[config.mk]
export PLATFORM = sky130hd
export DESIGN_NAME = io_device_responder_flat
export DESIGN_NICKNAME = d
export VERILOG_FILES = /design/src/rtl/io_device_responder_if.sv /design/src/rtl/io_device_responder.sv /design/src/flat_wrapper.sv
export SDC_FILE = /design/constraint.sdc
export NUM_CORES = 1
export LEC_CHECK = 0
export ABC_AREA = 1
export CAP_MARGIN = 20
export CORE_ASPECT_RATIO = 1.5
export CORE_MARGIN = 3
export CORE_UTILIZATION = 30
export DETAILED_ROUTE_END_ITERATION = 10
export SETUP_SLACK_MARGIN = 0.15
export SYNTH_ARGS = -nofsm -noshare
export SYNTH_HDL_FRONTEND = slang
export SYNTH_SLANG_ARGS = --single-unit
export TNS_END_PERCENT = 100
[constraint.sdc]
create_clock -name iCLOCK -period 13.3 [get_ports iCLOCK]
set_input_delay 3.325 -clock iCLOCK [delete_from_list [all_inputs] [get_ports iCLOCK]]
set_output_delay 3.325 -clock iCLOCK [all_outputs]
set_load 0.05 [all_outputs]
[src/rtl/io_device_responder_if.sv]
// ---------------------------------------------------------------------------
// io_device_responder_if
// Bundles the request port, the read-return port and the interrupt pins of
// io_device_responder.
//   iREQ/iRW/iADDR/iDATA : request from initiator, oBUSY stalls it
//   oREQ/oDATA           : read return to initiator, iBUSY stalls it
//   oIRQ_REQ/oIRQ_NUM    : interrupt request / number, iIRQ_ACK acknowledges
// Modport slave is the device side, master is the initiator side.
// ---------------------------------------------------------------------------
interface io_device_responder_if;
  logic        iREQ;
  logic        oBUSY;
  logic        iRW;
  logic [31:0] iADDR;
  logic [31:0] iDATA;
  logic        oREQ;
  logic        iBUSY;
  logic [31:0] oDATA;
  logic        oIRQ_REQ;
  logic [5:0]  oIRQ_NUM;
  logic        iIRQ_ACK;

  modport master (
    output iREQ, iRW, iADDR, iDATA, iBUSY, iIRQ_ACK,
    input  oBUSY, oREQ, oDATA, oIRQ_REQ, oIRQ_NUM
  );

  modport slave (
    input  iREQ, iRW, iADDR, iDATA, iBUSY, iIRQ_ACK,
    output oBUSY, oREQ, oDATA, oIRQ_REQ, oIRQ_NUM
  );
endinterface

[src/rtl/io_device_responder.sv]
// ---------------------------------------------------------------------------
// io_device_responder
// Small memory-mapped IO device: control/size/limit/count/scratch registers,
// a free-running timer with terminal-count interrupt, and a 2-entry read
// return FIFO.
// Ports:
//   iCLOCK  : clock, rising edge
//   iRESET  : asynchronous active-high reset
//   bus     : io_device_responder_if.slave (request, read return, IRQ)
// Register map (iADDR[7:2]):
//   0x00 CTRL  {OVF, IEN, TEN}   0x04 SIZE (P_SIZE)   0x08 LIMIT
//   0x0C COUNT (RO)              0x10-0x1C SCR0-3     others read 0
// ---------------------------------------------------------------------------
module io_device_responder #(
  parameter logic [31:0] P_SIZE    = 32'h00000100,
  parameter logic [5:0]  P_IRQ_NUM = 6'h0
) (
  input  logic                  iCLOCK,
  input  logic                  iRESET,
  io_device_responder_if.slave  bus
);

  typedef enum logic [0:0] {
    IRQ_IDLE     = 1'b0,
    IRQ_WAIT_ACK = 1'b1
  } irq_state_t;

  logic        ten_q, ten_d, ien_q, ien_d, ovf_q, ovf_d;
  logic [31:0] limit_q, limit_d, count_q, count_d;
  logic [31:0] scr_q [4];
  logic [31:0] scr_d [4];
  logic [31:0] fifo_q [2];
  logic [31:0] fifo_d [2];
  logic        wr_ptr_q, wr_ptr_d, rd_ptr_q, rd_ptr_d;
  logic [1:0]  fcnt_q, fcnt_d;
  logic        pend_q, pend_d;
  irq_state_t  state_q;
  logic        irq_req_q;

  logic        busy_s, accept_s, push_s, pop_s, wr_s, limit_wr_s;
  logic        term_s, ack_s, not_empty_s;
  logic [5:0]  idx_s;
  logic [31:0] rdata_s;
  logic        unused_s;

  assign unused_s    = ^{bus.iADDR[31:8], bus.iADDR[1:0]};
  assign idx_s       = bus.iADDR[7:2];
  assign busy_s      = (fcnt_q == 2'd2);
  assign not_empty_s = (fcnt_q != 2'd0);
  assign accept_s    = bus.iREQ && !busy_s;
  assign push_s      = accept_s && !bus.iRW;
  assign wr_s        = accept_s && bus.iRW;
  assign pop_s       = not_empty_s && !bus.iBUSY;
  assign limit_wr_s  = wr_s && (idx_s == 6'd2);
  assign ack_s       = (state_q == IRQ_WAIT_ACK) && bus.iIRQ_ACK;
  // A LIMIT write restarts the timer, so it also suppresses the wrap event.
  assign term_s      = ten_q && (limit_q != 32'h0) && (count_q == limit_q) && !limit_wr_s;

  assign bus.oBUSY    = busy_s;
  assign bus.oREQ     = not_empty_s;
  assign bus.oDATA    = not_empty_s ? fifo_q[rd_ptr_q] : 32'h0;
  assign bus.oIRQ_REQ = irq_req_q;
  assign bus.oIRQ_NUM = P_IRQ_NUM;

  // Register read multiplexer
  always_comb begin
    rdata_s = 32'h0;
    case (idx_s)
      6'd0:    rdata_s = {29'h0, ovf_q, ien_q, ten_q};
      6'd1:    rdata_s = P_SIZE;
      6'd2:    rdata_s = limit_q;
      6'd3:    rdata_s = count_q;
      6'd4, 6'd5, 6'd6, 6'd7:
               rdata_s = scr_q[idx_s[1:0]];
      default: rdata_s = 32'h0;
    endcase
  end

  // Next-state for registers, timer, pending flag and read FIFO
  always_comb begin
    ten_d    = ten_q;
    ien_d    = ien_q;
    ovf_d    = ovf_q;
    limit_d  = limit_q;
    count_d  = count_q;
    scr_d    = scr_q;
    fifo_d   = fifo_q;
    wr_ptr_d = wr_ptr_q;
    rd_ptr_d = rd_ptr_q;
    fcnt_d   = fcnt_q;
    pend_d   = pend_q;

    if (wr_s) begin
      case (idx_s)
        6'd0: begin
          ten_d = bus.iDATA[0];
          ien_d = bus.iDATA[1];
          if (bus.iDATA[2]) begin
            ovf_d = 1'b0;
          end else begin
            ovf_d = ovf_q;
          end
        end
        6'd2:    limit_d = bus.iDATA;
        6'd4, 6'd5, 6'd6, 6'd7:
                 scr_d[idx_s[1:0]] = bus.iDATA;
        default: ; // RO and unmapped offsets ignore writes
      endcase
    end else begin
      ten_d = ten_q;
    end

    if (limit_wr_s) begin
      count_d = 32'h0;
    end else if (ten_q && (limit_q != 32'h0)) begin
      count_d = (count_q == limit_q) ? 32'h0 : (count_q + 32'd1);
    end else begin
      count_d = count_q;
    end

    // A second event before the first was acknowledged is an overflow;
    // setting wins over a simultaneous clear by CTRL write.
    if (term_s && pend_q && !ack_s) begin
      ovf_d = 1'b1;
    end else begin
      ovf_d = ovf_d;
    end

    if (term_s) begin
      pend_d = 1'b1;
    end else if (ack_s) begin
      pend_d = 1'b0;
    end else begin
      pend_d = pend_q;
    end

    if (push_s) begin
      fifo_d[wr_ptr_q] = rdata_s;
      wr_ptr_d         = ~wr_ptr_q;
    end else begin
      wr_ptr_d = wr_ptr_q;
    end

    if (pop_s) begin
      rd_ptr_d = ~rd_ptr_q;
    end else begin
      rd_ptr_d = rd_ptr_q;
    end

    case ({push_s, pop_s})
      2'b10:   fcnt_d = fcnt_q + 2'd1;
      2'b01:   fcnt_d = fcnt_q - 2'd1;
      default: fcnt_d = fcnt_q;
    endcase
  end

  // Register, timer, pending-flag and FIFO state
  always_ff @(posedge iCLOCK or posedge iRESET) begin
    if (iRESET) begin
      ten_q    <= 1'b0;
      ien_q    <= 1'b0;
      ovf_q    <= 1'b0;
      limit_q  <= 32'h0;
      count_q  <= 32'h0;
      for (int i = 0; i < 4; i++) scr_q[i] <= 32'h0;
      for (int i = 0; i < 2; i++) fifo_q[i] <= 32'h0;
      wr_ptr_q <= 1'b0;
      rd_ptr_q <= 1'b0;
      fcnt_q   <= 2'd0;
      pend_q   <= 1'b0;
    end else begin
      ten_q    <= ten_d;
      ien_q    <= ien_d;
      ovf_q    <= ovf_d;
      limit_q  <= limit_d;
      count_q  <= count_d;
      scr_q    <= scr_d;
      fifo_q   <= fifo_d;
      wr_ptr_q <= wr_ptr_d;
      rd_ptr_q <= rd_ptr_d;
      fcnt_q   <= fcnt_d;
      pend_q   <= pend_d;
    end
  end

  // IRQ FSM with registered request output; IEN only gates entry, not exit
  always_ff @(posedge iCLOCK or posedge iRESET) begin
    if (iRESET) begin
      state_q   <= IRQ_IDLE;
      irq_req_q <= 1'b0;
    end else begin
      case (state_q)
        IRQ_IDLE: begin
          if (pend_q && ien_q) begin
            state_q   <= IRQ_WAIT_ACK;
            irq_req_q <= 1'b1;
          end else begin
            state_q   <= IRQ_IDLE;
            irq_req_q <= 1'b0;
          end
        end
        IRQ_WAIT_ACK: begin
          if (bus.iIRQ_ACK) begin
            state_q   <= IRQ_IDLE;
            irq_req_q <= 1'b0;
          end else begin
            state_q   <= IRQ_WAIT_ACK;
            irq_req_q <= 1'b1;
          end
        end
        default: begin
          state_q   <= IRQ_IDLE;
          irq_req_q <= 1'b0;
        end
      endcase
    end
  end

endmodule
[src/flat_wrapper.sv]
// flat-port wrapper written by rule: the top's interface ports become plain ports
module io_device_responder_flat 
#(
  parameter logic [31:0] P_SIZE    = 32'h00000100,
  parameter logic [5:0]  P_IRQ_NUM = 6'h0
)
  (iCLOCK, iRESET, bus_iREQ, bus_iRW, bus_iADDR, bus_iDATA, bus_iBUSY, bus_iIRQ_ACK, bus_oBUSY, bus_oREQ, bus_oDATA, bus_oIRQ_REQ, bus_oIRQ_NUM);
  io_device_responder_if bus_i ();
  input  logic iCLOCK;
  input  logic iRESET;
  input wire logic [$bits(bus_i.iREQ)-1:0] bus_iREQ;
  input wire logic [$bits(bus_i.iRW)-1:0] bus_iRW;
  input wire logic [$bits(bus_i.iADDR)-1:0] bus_iADDR;
  input wire logic [$bits(bus_i.iDATA)-1:0] bus_iDATA;
  input wire logic [$bits(bus_i.iBUSY)-1:0] bus_iBUSY;
  input wire logic [$bits(bus_i.iIRQ_ACK)-1:0] bus_iIRQ_ACK;
  output wire logic [$bits(bus_i.oBUSY)-1:0] bus_oBUSY;
  output wire logic [$bits(bus_i.oREQ)-1:0] bus_oREQ;
  output wire logic [$bits(bus_i.oDATA)-1:0] bus_oDATA;
  output wire logic [$bits(bus_i.oIRQ_REQ)-1:0] bus_oIRQ_REQ;
  output wire logic [$bits(bus_i.oIRQ_NUM)-1:0] bus_oIRQ_NUM;
  assign bus_i.iREQ = bus_iREQ;
  assign bus_i.iRW = bus_iRW;
  assign bus_i.iADDR = bus_iADDR;
  assign bus_i.iDATA = bus_iDATA;
  assign bus_i.iBUSY = bus_iBUSY;
  assign bus_i.iIRQ_ACK = bus_iIRQ_ACK;
  assign bus_oBUSY = bus_i.oBUSY;
  assign bus_oREQ = bus_i.oREQ;
  assign bus_oDATA = bus_i.oDATA;
  assign bus_oIRQ_REQ = bus_i.oIRQ_REQ;
  assign bus_oIRQ_NUM = bus_i.oIRQ_NUM;
  io_device_responder #(.P_SIZE(P_SIZE), .P_IRQ_NUM(P_IRQ_NUM)) u_core (.iCLOCK(iCLOCK), .iRESET(iRESET), .bus(bus_i));
endmodule
run_1/power_grid.png
Pins as bars on the die edge.
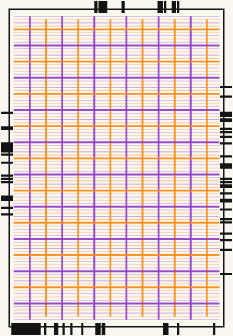
- VSS: purple
- VDD: orange
- met5 straps: 18
- signal pins: 111
- met4 straps: 12
- rows: 94

run_1/placement_by_type.png
Bar = 50 um.
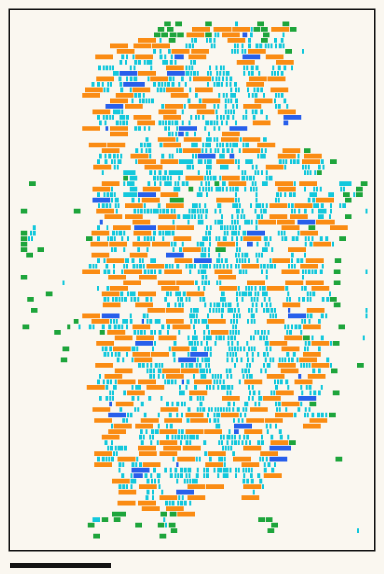
- sequential cells: orange (cells 265; share of their area 45%)
- remaining buffers and delay cells: green (cells 87; share of their area 6.0%)
- combinational and other logic: cyan (cells 1413; share of their area 43%)
- clock drivers and dummy loads: blue (cells 44; share of their area 5.6%)

==> run summary, run 1 <==
Notes on the physical implementation.

- The sum of net half-perimeters after detailed placement is 25700 um, for reference.
- The power density over the cells is 158 nW/um^2, for reference.
- The element type at the critical path end is an output port, for reference.
- The routability congestion estimate from global placement is 0.938, for reference.
- Per the detail_route report, DRC violations left total 0.
- Per the OpenROAD power report, switching power amounts to 0.000892 W.
- The critical path runs through a total of 5 cells.
- The total global-route track usage is 15.5%, for reference.
- The aggregate routed wire length is 38100 um, for reference.
- The post-synthesis simple-gate area fraction is 27.4%, for reference.
- The script logs the ratio of routed vias to standard cells as 4.84.
- In the synthesis report, Yosys lists the chip area as 13600 um^2.
- The run finished with clean final reports.
- Post-CTS timing repair inserted 0 buffers for setup.
- The flow reports power dissipated in sequential cells as 0.000992 W.
- The synthesis report lists the Yosys warning total as 0.
- In the synthesized netlist the async set-or-reset flop fraction comes to 100%.
- As logged by OpenROAD, the buffers inserted on ports number 78.
- The number of buffers inserted during clock tree synthesis is 25, for reference.
- The placed instance area is 14600 um^2, for reference.
- After technology mapping, the gate count stands at 1787.
- The biggest combinational cell group after synthesis is simple AND/OR/NAND/NOR gates, for reference.
- The clock reaches the later pin of the worst-skew pair after 0.54 ns.
- For the pin with the worst max-slew slack, the measured transition is 1.07 ns.
- Static timing analysis puts the maximum clock frequency at 0.156 GHz.
- From left edge to right edge, the die measures 180 um.
- The dominant register cell is sky130_fd_sc_hd__dfrtp_1, for reference.
- The overflow left after global routing is 0, for reference.
- The number of hold buffers added after CTS is 0, for reference.
- TritonCTS built the clock tree.
- The largest driver fanout on the critical path is 33, for reference.
- For the final database, setup skew stands at 0.0128 ns.
- The synthesis stat section lists a flop and latch total of 265.
- The proportion of synthesized chip area in sequential cells is 48.8%, for reference.
- The last element of the critical path is bus_oDATA[22], for reference.
- The top cell family by delay on the critical path is buffers and inverters, for reference.
- The pin count of the biggest net entering global routing is 162, for reference.
- The number of diodes added for antenna fixing is 0, for reference.
- STA lists the endpoint of the worst register-to-register path as u_core.fifo_q[57].
run_1/clk_routes.png
Bar = 50 um.
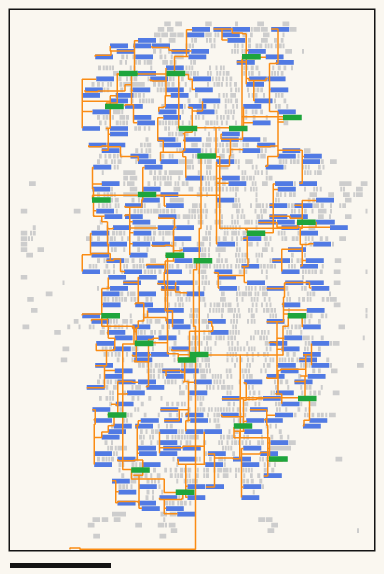
- flip-flops: blue (count 265)
- clock wires: orange (length 3490 um)
- clock drivers: green (count 25)
- routed clock nets: 26

## run 1: state kept, by name, summed over array words and instances (netlist names)
name	cells
u_core.scr_q	128
u_core.wr_ptr_q	1
u_core.fcnt_q	2
u_core.pend_q	1
u_core.ien_q	1
u_core.state_q	1
u_core.limit_q	32
u_core.fifo_q	64
u_core.rd_ptr_q	1
u_core.ten_q	1
u_core.count_q	32
u_core.ovf_q	1
## run 1: metal layers
layer / track usage (%) / share of wire [%] / vias up
met2: 26.8 / 49 / 321
met3: 1.65 / 4.8 / 61
met4: 5.61 / 3.1 / 0
met1: 20.3 / 44 / 5503
li1: - / - / 5670
met5: 0 / 0 / -
## run 1: cell type report
class	count	area, um^2
inverters	159	604
multi-input cells	1254	5770
well taps	576	721
fillers	4569	28900
flip-flops and latches	265	6630
clock buffers	31	668
repair buffers	87	876
clock inverters	13	158
## run 1: worst register-to-register path: stages, from the launching register on
cell and delay [ns]:
sky130_fd_sc_hd__dfrtp_1 0.42, sky130_fd_sc_hd__inv_2 0.05, sky130_fd_sc_hd__nand2_2 0.09, sky130_fd_sc_hd__nand2_1 0.06, sky130_fd_sc_hd__nor2_1 0.15, sky130_fd_sc_hd__inv_2 0.08, sky130_fd_sc_hd__nor2_4 0.69, sky130_fd_sc_hd__inv_2 0.53
sky130_fd_sc_hd__nand2_1 0.20, sky130_fd_sc_hd__nand2_1 0.06
## run 1: through the flow
step           total power, W  utilization [%]  setup slack, ns  hold WS [ns]
2_1_floorplan         0.00147                -             2.68         0.444
3_3_place_gp          0.00171             32.9             6.49         0.456
3_5_place_dp          0.00172             32.9             6.43         0.460
4_1_cts               0.00247             34.8             6.76         0.478
5_1_grt               0.00256             34.8             6.60         0.492
6_report              0.00243             34.8             6.88         0.473
==> run 2: changes to the inputs <==
==> constraint.sdc (replaced) <==
create_clock -name iCLOCK -period 5.31 [get_ports iCLOCK]
set_input_delay 1.3275 -clock iCLOCK [delete_from_list [all_inputs] [get_ports iCLOCK]]
set_output_delay 1.3275 -clock iCLOCK [all_outputs]
set_load 0.05 [all_outputs]
==> run 2 against run 1 <==
Final area rose by 1.2%. Combinational power rose to 2.5 times the previous value. Total power rose to 2.5 times the previous value. Area after synthesis did not move. Die size did not move. Synthesized cell count did not move. Utilization rose by 0.42 points. Critical endpoint is now bus_oDATA[31]. First-iteration DRC count fell by 9.7%. Wire length fell by 0.35%.
==> run summary, run 2 <==
Notes on the physical implementation.

- The fill cell instance count of the final layout is 4594, for reference.
- In the per-layer summary, the met1 wirelength comes to 16400 um.
- The vias per cell is 4.80, for reference.
- After layout, the setup clock skew is reported as 0.0175 ns.
- The flow ran to the end, and the final reports show no timing, DRC or antenna violations.
- For this run, global-route usage on met3 was measured as 1.42%.
- The layout sequential cell count is 265, for reference.
- Per Yosys stat, the portion of area used by sequential elements is 48.8%.
- In the detailed route, the total length drawn on met3 is 1400 um.
- The multi-input gate count is 1254, for reference.
- Multi-input gates account for 37.0% of the area.
- The element type at the critical path end is an output port, for reference.
- The DRC violation count after routing is 0, for reference.
- The routability congestion estimate from global placement is 0.867, for reference.
- Per the placement log, port buffering inserted 78 buffers.
- The number of hold buffers added after CTS is 0, for reference.
- Counting flops with an async set or reset pin after synthesis yields a share of 100%.
- The global routing met1 resource utilization is 20.2%, for reference.
- The worst slack at placement is 1.36 ns, for reference.
- TritonCTS built the clock tree.
- In this run the cell area measured after placement is 14700 um^2.
- Of all nets on the critical path, the largest fanout is 65.
## run 2: netlist changes by cell type in the layout (fill, tap and decap cells not counted), sizes merged
cell | previous run | this run
clkinvlp | 4 | 1
clkinv | 6 | 9
clkbuf | 31 | 33
buf | 10 | 22
inv | 159 | 158
## run 2: kinds of logic (layout without fill, tap and decap cells)
group	Yosys count	in the layout
other	1	6
buffers and inverters	273	303
AND/OR/NAND/NOR	896	896
XOR/XNOR	39	39
AND-OR/OR-AND	311	311
flip-flops	265	265
adder cells (fa/ha/maj)	2	2
## run 2: power breakdown
| group | leakage (nW) | internal [W] | switching, W | total [W] |
|---|---|---|---|---|
| combinational | 3.42 | 0.000576 | 0.00121 | 0.00179 |
| clock | 0.444 | 0.00112 | 0.000802 | 0.00192 |
| sequential | 3.56 | 0.00225 | 0.000227 | 0.00248 |
| total | 7.42 | 0.00395 | 0.00224 | 0.00619 |
## run 2: worst max-delay path by stage
stage / startpoint / slack (ns) / end / cells after the start
global placement: u_core.fcnt_q[0] / 1.38 / bus_oDATA[9] / 5
CTS: u_core.fcnt_q[0] / 0.79 / bus_oDATA[2] / 5
global route: u_core.rd_ptr_q / 0.84 / bus_oDATA[31] / 3
detailed placement: bus_iADDR[3] / 1.36 / u_core.scr_q[48] / 6
floorplan: iRESET / 0.48 / u_core.count_q[0] / 1
finish: u_core.rd_ptr_q / 1.08 / bus_oDATA[31] / 3
## run 2: through the flow
stage | utilization [%] | hold slack (ns) | std cells
after floorplan | - | 0.444 | 1792
after global placement | 33.1 | 0.456 | 2351
after detailed placement | 33.2 | 0.460 | 2352
after CTS | 35.2 | 0.477 | 2397
after global routing | 35.2 | 0.497 | 2398
final | 35.2 | 0.474 | 2398
run_2/placement_by_type.png
Bar = 50 um.
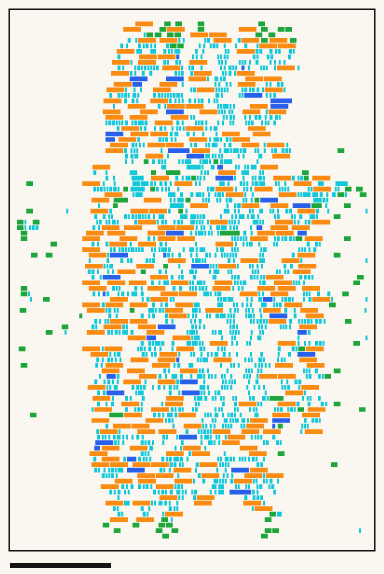
- remaining buffers and delay cells: green (cells 99; share of their area 6.8%)
- combinational and other logic: cyan (cells 1413; share of their area 43%)
- clock drivers and dummy loads: blue (cells 45; share of their area 5.9%)
- sequential cells: orange (cells 265; share of their area 45%)

run_2/clocks.png
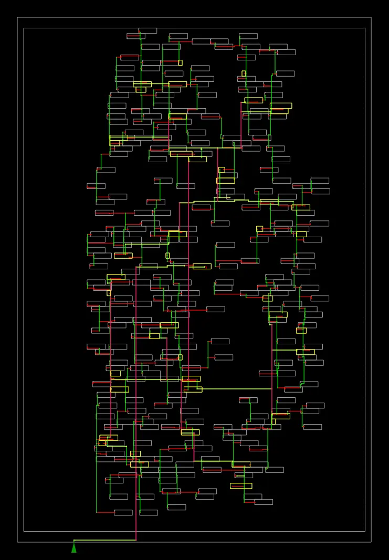
Clock Buffer Count: 33
number of sinks handled by clock tree synthesis: 265

==> run 3: changes to the inputs <==
==> constraint.sdc (replaced) <==
create_clock -name iCLOCK -period 3.7 [get_ports iCLOCK]
set_input_delay 0.925 -clock iCLOCK [delete_from_list [all_inputs] [get_ports iCLOCK]]
set_output_delay 0.925 -clock iCLOCK [all_outputs]
set_load 0.05 [all_outputs]
==> run 3 against run 2 <==
Clock power increased by 38%. Utilization decreased by 0.24 points. Cell count increased by 0.17%. Worst hold slack got worse by 0.00085 ns. Worst setup slack got worse by 0.81 ns. Final area decreased by 0.67%. Largest cell class unchanged.
==> run summary, run 3 <==
Notes on the physical implementation.

- The run finished with clean final reports.
- The routability congestion estimate from global placement is 0.870, for reference.
- The sequential share of cell area is 42.8%, for reference.
- In this run the number of cells on the critical path is 5.
- By area, registers come first.
- In this run the critical register-to-register path is captured at u_core.count_q[7].
- The layout buffer count excluding clock buffers is 101, for reference.
- Among cell families on the critical path, the largest total delay comes from buffers and inverters.
- The actual slew at the worst max-slew pin is 1.08 ns, for reference.
- The repair_antennas step left the layout with diodes totalling 0.
- Looking at the power breakdown, sequential logic takes 40.4% of the total.
- In the final layout, flip-flops and latches occupy 6640 um^2.
- Looking at the power breakdown, the clock network takes 30.3% of the total.
- 1254 cells are multi-input combinational gates.
- The proportion of register bits with asynchronous set or reset after synthesis is 100%, for reference.
- The count of placed standard cells in the final layout, fillers left out is 2402, for reference.
- The routed design shows a via density per instance of 4.82.
- The dominant register cell is sky130_fd_sc_hd__dfrtp_1, for reference.
- The number of buffers inserted during clock tree synthesis is 26, for reference.
- In the finished layout, the clock tree contains a buffer count of 35.
- The power consumed by sequential cells is 0.00353 W, for reference.
[run 3: per-layer routing]
layer  global-route usage, %  wire length, um
met2                    26.9            18400
met3                    2.10             1670
met4                    7.24             1670
met1                    20.1            16500
met5                       0                7
[run 3: worst min-delay path by stage]
stage | from | slack [ns] | to
2_1_floorplan | u_core.fifo_q[36] | 0.44 | u_core.fifo_q[36]
3_3_place_gp | u_core.fifo_q[47] | 0.46 | u_core.fifo_q[47]
3_5_place_dp | u_core.fifo_q[48] | 0.46 | u_core.fifo_q[48]
4_1_cts | u_core.fifo_q[48] | 0.48 | u_core.fifo_q[48]
5_1_grt | u_core.fifo_q[40] | 0.49 | u_core.fifo_q[40]
6_report | u_core.fifo_q[59] | 0.47 | u_core.fifo_q[59]
[run 3: timing repair]
action / in CTS / in global routing
resized: 0 / 7
endpoints found under the hold margin: 0 / 0
setup endpoints to repair: 0 / 9
[run 3: per-stage QoR]
stage	util (%)	power (W)	setup TNS [ns]	worst slack (ns)	cell area, um^2
after floorplan	-	0.00527	-191.46	-0.723	13600
after global placement	33.1	0.00613	0	0.273	14700
after detailed placement	33.1	0.00617	0	0.186	14700
after CTS	35.0	0.00886	0	0.173	15500
after global routing	35.0	0.00920	0	0.153	15500
final	35.0	0.00873	0	0.273	15500
[run 3: cells by family (layout without fill, tap and decap cells)]
| logic type | after synthesis | in the layout | share of synthesized area (%) |
|---|---|---|---|
| xor+xnor | 39 | 39 | 2.52 |
| simple gates | 896 | 896 | 27.4 |
| buf+inv | 273 | 307 | 8.79 |
| compound gates | 311 | 311 | 12.2 |
| fa+ha+maj | 2 | 2 | 0.184 |
| other cells | 1 | 6 | 0.0276 |
| flops | 265 | 265 | 48.8 |
run_3/clk_routes.png
Bar = 50 um.
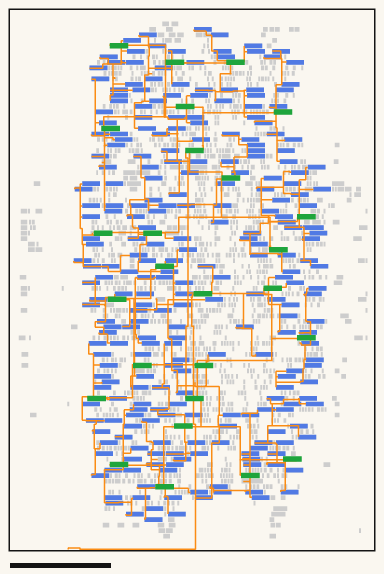
- clock drivers: green (count 26)
- clock wires: orange (length 3630 um)
- flip-flops: blue (count 265)
- routed clock nets: 27

run_3/wires.png
Two of the layers only.
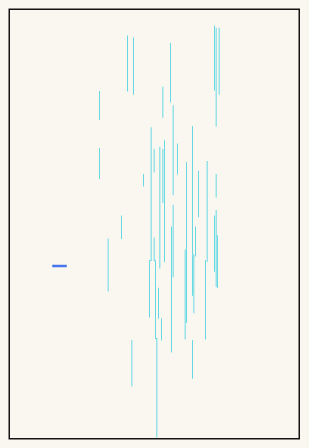
- metal 4: cyan (wire length 1670 um)
- metal 5: blue (wire length 7.40 um)

Power figures rest on the tool's default switching activity, not on a simulated workload.
